Fig. 1: run 1, met1 routing
(3 px per um) Cells faint in the background.
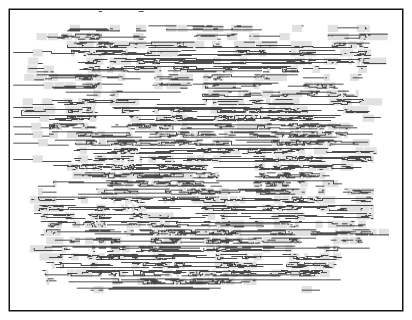
Fig. 2: run 1, metal 2
(4 px per um)
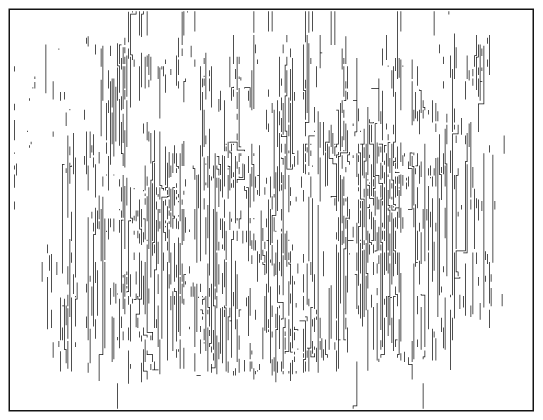
Fig. 3: run 1, met3 routing
(2 px per um) Cells faint in the background.
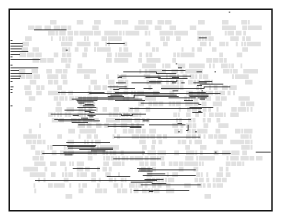
**src/rtl/arb_pkg.sv**
```systemverilog
// Shared definitions for the weighted round-robin arbiter.
// Holds default sizes, the FSM state type and the id-width helper.

package arb_pkg;

    localparam int N_DEF  = 7;
    localparam int WW_DEF = 3;

    typedef enum logic {
        IDLE = 1'b0,
        OWN  = 1'b1
    } state_e;

    // Width of a requester index; never narrower than one bit.
    function automatic int id_w(input int n);
        return (n > 1) ? $clog2(n) : 1;
    endfunction

endpackage

```
**src/rtl/rr_pick.sv**
```systemverilog
// Combinational rotating-priority picker.
// Ports: req_i (request bits), ptr_i (highest-priority index);
//        pick_o (one-hot winner), idx_o (winner index), vld_o (any winner).

module rr_pick
    import arb_pkg::*;
#(
    parameter int N  = N_DEF,
    parameter int IW = id_w(N_DEF)
) (
    input  logic [N-1:0]  req_i,
    input  logic [IW-1:0] ptr_i,
    output logic [N-1:0]  pick_o,
    output logic [IW-1:0] idx_o,
    output logic          vld_o
);

    always_comb begin : pick_p
        int j;
        pick_o = '0;
        idx_o  = '0;
        vld_o  = 1'b0;
        j      = 0;
        // Scan from ptr upward, wrapping from N-1 back to 0.
        for (int k = 0; k < N; k++) begin
            j = int'(ptr_i) + k;
            if (j >= N) begin
                j = j - N;
            end
            if (!vld_o && req_i[j]) begin
                vld_o     = 1'b1;
                pick_o[j] = 1'b1;
                idx_o     = IW'(j);
            end
        end
    end

endmodule

```
**src/rtl/wrr_arb.sv**
```systemverilog
// Weighted round-robin arbiter with per-requester burst quotas.
// Ports: clk, rst (sync, active-high), arb_en, req[N], weight[N*WW], ack;
//        grant (one-hot), grant_vld, grant_id (owner index).

module wrr_arb
    import arb_pkg::*;
#(
    parameter int N  = N_DEF,
    parameter int WW = WW_DEF
) (
    input  logic                 clk,
    input  logic                 rst,
    input  logic                 arb_en,
    input  logic [N-1:0]         req,
    input  logic [N*WW-1:0]      weight,
    input  logic                 ack,
    output logic [N-1:0]         grant,
    output logic                 grant_vld,
    output logic [id_w(N)-1:0]   grant_id
);

    localparam int IW = id_w(N);

    state_e        state_q, state_d;
    logic [IW-1:0] ptr_q,   ptr_d;
    logic [IW-1:0] owner_q, owner_d;
    logic [N-1:0]  grant_q, grant_d;
    logic          vld_q,   vld_d;
    logic [WW-1:0] quota_q, quota_d;
    logic [WW-1:0] cnt_q,   cnt_d;

    logic [N-1:0]  pick_oh;
    logic [IW-1:0] pick_idx;
    logic          pick_vld;
    logic [WW-1:0] win_w;
    logic          last_beat;
    logic          release_c;

    rr_pick #(
        .N  (N),
        .IW (IW)
    ) u_pick (
        .req_i  (req),
        .ptr_i  (ptr_q),
        .pick_o (pick_oh),
        .idx_o  (pick_idx),
        .vld_o  (pick_vld)
    );

    assign win_w = weight[int'(pick_idx)*WW +: WW];

    // Widened so cnt+1 cannot wrap before the compare.
    assign last_beat =
        (({1'b0, cnt_q} + 1'b1) == {1'b0, quota_q});

    // Owner dropping its request ends the tenure regardless of ack.
    assign release_c = !req[owner_q] || (ack && last_beat);

    always_comb begin
        state_d = state_q;
        ptr_d   = ptr_q;
        owner_d = owner_q;
        grant_d = grant_q;
        vld_d   = vld_q;
        quota_d = quota_q;
        cnt_d   = cnt_q;
        unique case (state_q)
            IDLE: begin
                cnt_d = '0;
                if (arb_en && pick_vld) begin
                    state_d = OWN;
                    grant_d = pick_oh;
                    vld_d   = 1'b1;
                    owner_d = pick_idx;
                    quota_d = (win_w == '0) ? WW'(1) : win_w;
                end
            end
            OWN: begin
                if (release_c) begin
                    state_d = IDLE;
                    grant_d = '0;
                    vld_d   = 1'b0;
                    owner_d = '0;
                    cnt_d   = '0;
                    ptr_d   = (owner_q == IW'(N - 1))
                            ? '0 : owner_q + 1'b1;
                end else if (ack) begin
                    cnt_d = cnt_q + 1'b1;
                end
            end
            default: begin
                state_d = IDLE;
                grant_d = '0;
                vld_d   = 1'b0;
                owner_d = '0;
                cnt_d   = '0;
            end
        endcase
    end

    always_ff @(posedge clk) begin
        if (rst) begin
            state_q <= IDLE;
            ptr_q   <= '0;
            owner_q <= '0;
            grant_q <= '0;
            vld_q   <= 1'b0;
            quota_q <= '0;
            cnt_q   <= '0;
        end else begin
            state_q <= state_d;
            ptr_q   <= ptr_d;
            owner_q <= owner_d;
            grant_q <= grant_d;
            vld_q   <= vld_d;
            quota_q <= quota_d;
            cnt_q   <= cnt_d;
        end
    end

    assign grant     = grant_q;
    assign grant_vld = vld_q;
    assign grant_id  = owner_q;

endmodule

```
**config.mk**
```make
export PLATFORM = sky130hd
export DESIGN_NAME = wrr_arb
export DESIGN_NICKNAME = d
export VERILOG_FILES = /design/src/rtl/arb_pkg.sv /design/src/rtl/rr_pick.sv /design/src/rtl/wrr_arb.sv
export SDC_FILE = /design/constraint.sdc
export NUM_CORES = 1
export LEC_CHECK = 0
export CAP_MARGIN = 0
export CORE_ASPECT_RATIO = 0.75
export CORE_MARGIN = 4
export CORE_UTILIZATION = 35
export CTS_CLUSTER_DIAMETER = 50
export CTS_CLUSTER_SIZE = 16
export DETAILED_ROUTE_END_ITERATION = 7
export PLACE_DENSITY_LB_ADDON = 0.05
export SYNTH_ARGS = -nofsm -noshare
export SYNTH_HDL_FRONTEND = slang
export SYNTH_SLANG_ARGS = --single-unit
```
**constraint.sdc**
```tcl
create_clock -name clk -period 4.3 [get_ports clk]
set_input_delay 0.645 -clock clk [delete_from_list [all_inputs] [get_ports clk]]
set_output_delay 0.645 -clock clk [all_outputs]
set_load 0.01 [all_outputs]
```
==> impl_report.txt, run 1 <==
FLOW METRICS REPORT
----------------------------------------------------
[Global routing]
  Wire length of the first global-routing pass ........................ 24700 um
  Pin count of the biggest net entering global routing ........................ 39
  Number of antenna violations at the first check in global routing ........................ 0

[Yosys]
  Proportion of synthesized flip-flops having asynchronous set or reset ........................ 0%
  Synthesized cell area ........................ 3950 um2
  EDFF count, synth ........................ 0
  Synth cell types ........................ 92
  Share of synthesized area occupied by flip-flops and latches ........................ 10.6%
  Cell with the most instances after synthesis ........................ sky130_fd_sc_hd__nand2_1

[Routing]
  Wire length per cell ........................ 21.8 um

[Power]
  P_leak ........................ 2.03 nW
  Power dissipated by switching net loads ........................ 0.00121 W
  Part of the power in registers ........................ 11.4%
  Part of the power in the clock network ........................ 8.7%
  Group with the largest share of power ........................ combinational logic
  Post-route total power ........................ 0.00237 W

[Worst setup path]
  Startpoint kind of the worst setup timing path ........................ flop
  Required time reported for the critical path endpoint ........................ 4.49 ns
  Setup CP Type ........................ flop to flop
  Length in cells of the worst reg-to-reg path ........................ 15
  Cell family contributing the most delay on the critical path ........................ AND-OR/OR-AND gates
  Capturing point of the worst reg2reg path ........................ quota_q[2]

[Timing]
  Transition time at the pin with the least slew margin ........................ 0.581 ns
  Setup TNS after final layout ........................ 0 ns
  Max Fclk ........................ 248 MHz
  Number of pins exceeding their max-slew limit in the final report ........................ 0
  Worst hold slack ........................ 0.461 ns

[Placement]
  Number of cells after detailed placement ........................ 739
  IO Port Bufs ........................ 42

[Floorplanning]
  Initial core utilization ........................ 36.0%
  Die height ........................ 100 um
  Placeable Area ........................ 11000 um2
  Die span in x ........................ 131 um

[Clocking]
  Depth of the CTS H-tree ........................ 1
  Maximum number of buffers from clock root to sink ........................ 2
  Root Buffer ........................ sky130_fd_sc_hd__clkbuf_16
  TritonCTS clock tree ........................ done
  Count of cells resized by post-cts repair ........................ 0

[Finish]
  Ant diodes ........................ 0
  Area delta synth->final ........................ 25.9%

[Run status]
  Result of the run ........................ finished clean

[Min path]
  Worst min-delay path class ........................ flop to flop

----------------------------------------------------
## Picture notes: Fig. 1
- longest straight run: 81.0 um
- share of all routed wire: 49%

## Picture notes: Fig. 2
- share of all routed wire: 40%
- longest straight run: 41.8 um

## Picture notes: Fig. 3
- main direction: horizontal
- nets with wire on the layer: 107
- longest straight run: 93.8 um
- share of all routed wire: 9.7%

-- run 1: cell usage in the layout, fill, tap and decap left out, types with 5 or more instances in the layout --
cell type,Yosys,routed
sky130_fd_sc_hd__a211oi_1,9,9
sky130_fd_sc_hd__a21o_1,7,7
sky130_fd_sc_hd__a21oi_1,24,23
sky130_fd_sc_hd__a22oi_1,5,5
sky130_fd_sc_hd__a31oi_1,10,10
sky130_fd_sc_hd__and3_1,5,5
sky130_fd_sc_hd__and3b_1,5,5
sky130_fd_sc_hd__buf_4,6,69
sky130_fd_sc_hd__clkdlybuf4s50_1,0,42
sky130_fd_sc_hd__dfxtp_1,21,20
sky130_fd_sc_hd__ha_1,21,20
sky130_fd_sc_hd__inv_1,17,17
sky130_fd_sc_hd__mux2i_1,20,20
sky130_fd_sc_hd__nand2_1,54,54
sky130_fd_sc_hd__nand2b_1,13,13
sky130_fd_sc_hd__nand3_1,19,18
sky130_fd_sc_hd__nor2_1,44,44
sky130_fd_sc_hd__nor2b_1,13,13
sky130_fd_sc_hd__nor3_1,16,16
sky130_fd_sc_hd__nor4_1,7,7
sky130_fd_sc_hd__o211ai_1,5,5
sky130_fd_sc_hd__o21a_1,9,9
sky130_fd_sc_hd__o21ai_0,28,28
sky130_fd_sc_hd__o31ai_1,6,6
sky130_fd_sc_hd__xnor2_1,9,9
-- run 1: kinds of logic after synthesis --
logic type	share of synthesized area [%]
AND-OR/OR-AND	34.0
buffers and inverters	8.30
adder cells (fa/ha/maj)	7.16
flip-flops	10.6
AND/OR/NAND/NOR	27.9
multiplexers	7.70
XOR/XNOR	4.31
-- run 1: sequential cells by signal, summed over array words and instances, names as in the netlist --
signal / flops
state_q: 1
cnt_q: 3
grant: 7
ptr_q: 3
grant_id: 3
grant_vld: 1
quota_q: 3
-- run 1: worst min-delay path: cells and delay by family, from the launching register on --
family	cells	cell delay (ns)
and+or+nand+nor	1	0.04
DFF	1	0.32
AOI/OAI and AO/OA	1	0.06
-- run 1: stage by stage --
| step | setup WS, ns | area, um2 |
|---|---|---|
| 5_1_grt | 0.0000697 | 4970 |
| 3_5_place_dp | 0.182 | 4820 |
| 6_report | 0.265 | 4970 |
| 4_1_cts | 0.147 | 4900 |
| 3_3_place_gp | 0.197 | 4820 |
| 2_1_floorplan | 0.179 | 3950 |
-- run 1: per-layer routing --
layer	global-route usage, %	vias up	share of wire [%]
met2	33.0	232	40
met1	40.0	2180	49
li1	-	2161	-
met4	4.11	0	1.5
met3	3.78	23	9.7
met5	0	-	0
-- run 1: how the worst max path moves through the flow --
stage	startpoint	end	slack [ns]	cells past startpoint
after floorplan	ptr_q[1]	quota_q[2]	0.18	19
after global placement	ptr_q[1]	quota_q[0]	0.20	16
after detailed placement	req[1]	quota_q[2]	0.18	13
after CTS	ptr_q[1]	quota_q[2]	0.15	16
after global routing	ptr_q[1]	quota_q[0]	0.00007	15
final	ptr_q[0]	quota_q[2]	0.27	15
-- run 1: cell type report --
cell class	instances	area, um2
fill	1141	6010
inverter	20	77.6
clock inverter	1	5.00
clock buffer	3	75.1
multi-input combinational	448	3250
timing repair buffer	113	970
sequential	21	422
tap	140	175
==> run 2, diff against run 1 <==
ABC_AREA = 1   (was unset)
GPL_ROUTABILITY_DRIVEN = 0   (was unset)
==> run 2 against run 1 <==
Effect of this change:
- wire length shrank 25%
- non-clock buffer count decreased by 65
- sequential share of layout area grew 1.8 points
- register-to-register slack gained 0.14 ns
- sequential power is 5% lower
- sequential cell count unchanged
- global-route usage is 3.2 points lower
- clock power decreased by 2%
- total power fell by 30%
- critical path depth increased by 8
- setup slack improved by 0.14 ns
- critical endpoint is now quota_q[0]
- largest cell class unchanged
==> impl_report.txt, run 2 <==
FLOW METRICS REPORT
----------------------------------------------------
[Run status]
  Result of the run ........................ finished clean

[Worst setup path]
  Crit-path max cell delay ........................ 0.53 ns
  Setup CP Type ........................ flop to flop
  Required time reported for the critical path endpoint ........................ 4.48 ns (about the same)
  Number of buffers and inverters on the critical path ........................ 4
  Startpoint kind of the worst setup timing path ........................ flop
  Data arrival time of the critical path ........................ 4.08 ns
  Cell family contributing the most delay on the critical path ........................ simple AND/OR/NAND/NOR gates

[Run]
  Number of warning messages in the logs ........................ 38

[Global routing]
  Via count of the first global-routing pass ........................ 3543
  Wire length of the first global-routing pass ........................ 19400 um (-22%)
  Number of antenna violations at the first check in global routing ........................ 0 (unchanged)
  Aggregate global-route resource usage ........................ 21.2%
  Pin count of the biggest net entering global routing ........................ 17 (-56%)

[Placement]
  IO Port Bufs ........................ 42 (unchanged)
  Cell area after placement ........................ 4020 um2 (-17%)
  Half-perimeter wire length after detailed placement ........................ 10000 um

[Min path]
  Worst min-delay path class ........................ flop to flop

[Timing]
  Final worst path period share ........................ 90.7%
  Max Fclk ........................ 257 MHz (+3.5%)
  Number of pins exceeding their max-slew limit in the final report ........................ 0 (unchanged)
  Setup TNS after final layout ........................ 0 ns (unchanged)
  Transition time at the pin with the least slew margin ........................ 0.602 ns (+0.0208 ns)
  Worst hold slack ........................ 0.463 ns (+0.00292 ns)
  Period minus WS final ........................ 3.90 ns
  Final number of hold-violating endpoints ........................ 0

[Yosys]
  Cell taking the most area after synthesis ........................ sky130_fd_sc_hd__nand2_1
  Proportion of synthesized flip-flops having asynchronous set or reset ........................ 0% (unchanged)
  Ranking of synthesized cells by instance count ........................ sky130_fd_sc_hd__nand2_1 (169), sky130_fd_sc_hd__inv_1 (71), sky130_fd_sc_hd__nand3_1 (61), sky130_fd_sc_hd__nor2_1 (44), sky130_fd_sc_hd__a21oi_1 (29)
  Synth cell types ........................ 47 (-49%)
  Synthesized cell area ........................ 3480 um2 (-12%)
  Chip area in the Yosys report ........................ 3480 um2
  Dominant Register Cell ........................ sky130_fd_sc_hd__dfxtp_1
  Share of synthesized area occupied by flip-flops and latches ........................ 12.1% (+1.4 points)
  EDFF count, synth ........................ 0 (unchanged)
  Cell with the most instances after synthesis ........................ sky130_fd_sc_hd__nand2_1

[Floorplanning]
  Placeable Area ........................ 9700 um2 (-12%)
  Initial core utilization ........................ 35.9% (-0.057 points)
  Die span in x ........................ 123 um (-5.7%)
  Ports ........................ 43
  Die height ........................ 94.4 um (-5.6%)

[Clocking]
  Clock-pin transition on the worst setup and hold timing paths ........................ 0.06 ns
  Number of buffers added to fix hold violations after cts ........................ 0
  Depth of the CTS H-tree ........................ 1 (unchanged)
  Maximum number of buffers from clock root to sink ........................ 2 (unchanged)
  Clock latency on the worst-skew pair ........................ 0.25 ns
  TritonCTS clock tree ........................ done
  Root Buffer ........................ sky130_fd_sc_hd__clkbuf_16

[Finish]
  Ant diodes ........................ 0 (unchanged)
  Most frequent cells in the layout ........................ sky130_fd_sc_hd__nand2_1 (169), sky130_fd_sc_hd__inv_1 (71), sky130_fd_sc_hd__nand3_1 (61)
  Nets@finish ........................ 686
  Max FFs per register ........................ 7 (unchanged)
  Cell area after layout ........................ 4100 um2 (-17%)
  Area delta synth->final ........................ 17.9%
  Most common cell after layout, fill and taps aside ........................ sky130_fd_sc_hd__nand2_1

[Routing]
  Top Metal Used ........................ met4
  Met3 Routed Length ........................ 999 um (-37%)
  Met2 wirelength from detailed routing ........................ 4520 um (-30%)
  Via-per-instance ratio ........................ 5.24
  Met1 wire length ........................ 6570 um (-18%)
  Starting DRC count in detailed routing ........................ 513
  Post-DRT Antenna Nets ........................ 0
  Wire length per cell ........................ 16.0 um (-26%)

[Power]
  Part of the power in registers ........................ 15.5% (+4.1 points)
  P_leak ........................ 1.91 nW (-5.6%)
  Post-route total power ........................ 0.00167 W (-30%)
  Proportion of power drawn by combinational gates ........................ 72.4%
  Power dissipated by switching net loads ........................ 0.000940 W (-22%)
  Part of the power in the clock network ........................ 12.1% (+3.4 points)
  Total power divided by cell area ........................ 406 nW/um2

----------------------------------------------------
## run 2: netlist changes by cell type in the layout (fill, tap and decap cells not counted), sizes merged, moves of 14 or more
cell and delta:
nand3 +46, nor2 +16, nand4 +15, mux2i -21, nand2b -14, inv +68
nand2 +139, buf -65
## run 2: metrics by stage
step	setup slack, ns	cells
detailed placement	0.393	759
finish	0.402	763
CTS	0.364	763
global route	0.00842	763
floorplan	1.03	592
global placement	0.314	759
## run 2: cells by family (layout without fill, tap and decap cells)
family	after synthesis	in the layout	share of synthesized area, %
AND-OR/OR-AND	88	88	16.0
AND/OR/NAND/NOR	353	353	49.9
buffers and inverters	102	141	12.3
adder cells (fa/ha/maj)	22	22	8.12
XOR/XNOR	6	6	1.73
flip-flops	21	21	12.1
## run 2: power by group through the flow
| stage | sequential [W] | clock (W) | combinational [W] |
|---|---|---|---|
| 2_1_floorplan | 0.000252 | 0 | 0.000901 |
| 3_3_place_gp | 0.000262 | 0 | 0.00119 |
| 6_report | 0.000258 | 0.000201 | 0.00121 |
| 5_1_grt | 0.000263 | 0.000210 | 0.00134 |
| 3_5_place_dp | 0.000261 | 0 | 0.00119 |
| 4_1_cts | 0.000257 | 0.000202 | 0.00119 |
## run 2: final cells by class
type	instances	area [um2]
repair buffers	48	465
clock buffers	3	75.1
fillers	1062	5590
multi-input cells	469	2640
inverters	89	337
flip-flops and latches	21	420
clock inverters	1	5.00
well taps	132	165
## run 2: repair_timing
item | 4_1_cts | 5_1_grt
endpoints found under the hold margin | 0 | 0
setup buffers | 0 | 0
setup endpoints to repair | 0 | 1
resized | 0 | 1
## run 2: worst min-delay path, cell delays in order (launching register included)
cell and delay, ns:
sky130_fd_sc_hd__dfxtp_1 0.31, sky130_fd_sc_hd__nand2_1 0.06, sky130_fd_sc_hd__a21oi_1 0.05
## run 2: metal layers
layer	vias to the layer above	GRT usage (%)
li1	2025	-
met1	1804	35.3
met2	159	28.4
met3	11	2.93
met4	0	2.86
met5	-	0
## run 2: worst paths after layout
check	cells after the start	startpoint	slack [ns]	end
max reg2reg	23	ptr_q[1]	0.40	quota_q[0]
min reg2reg	2	grant[6]	0.46	grant[6]
max	23	ptr_q[1]	0.40	quota_q[0]
min	2	grant[6]	0.46	grant[6]
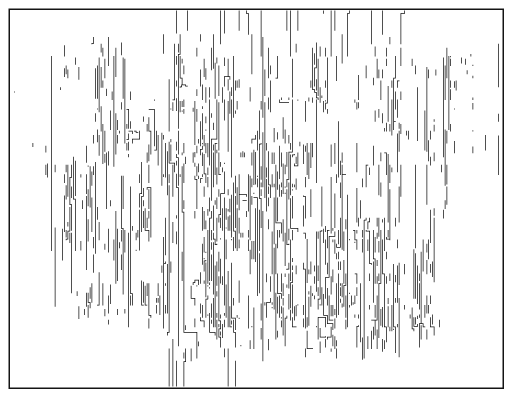
Fig. 4. Metal 2 (run 2).
(4 px per um)
- main direction: vertical
- nets with wire on the layer: 505
- longest straight run: 48.6 um

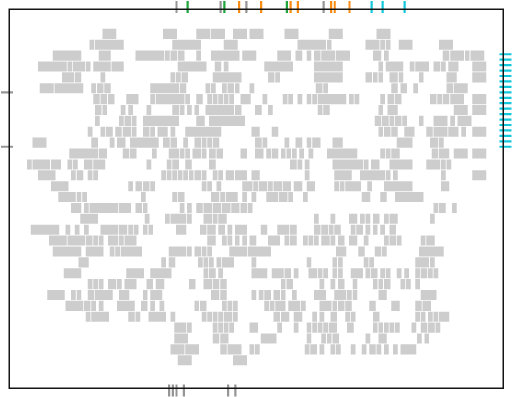
Fig. 5. Ports around the boundary (run 2).
(4 px per um) Pins as bars across the die edge, other pins in grey.
- `grant_id`: green (pins 3; direction output; edge north)
- `grant`: orange (pins 7; direction output; edge north)
- `weight`: cyan (pins 21; direction input; edge 18 east, 3 north)

Power and IR drop assume default switching activity.
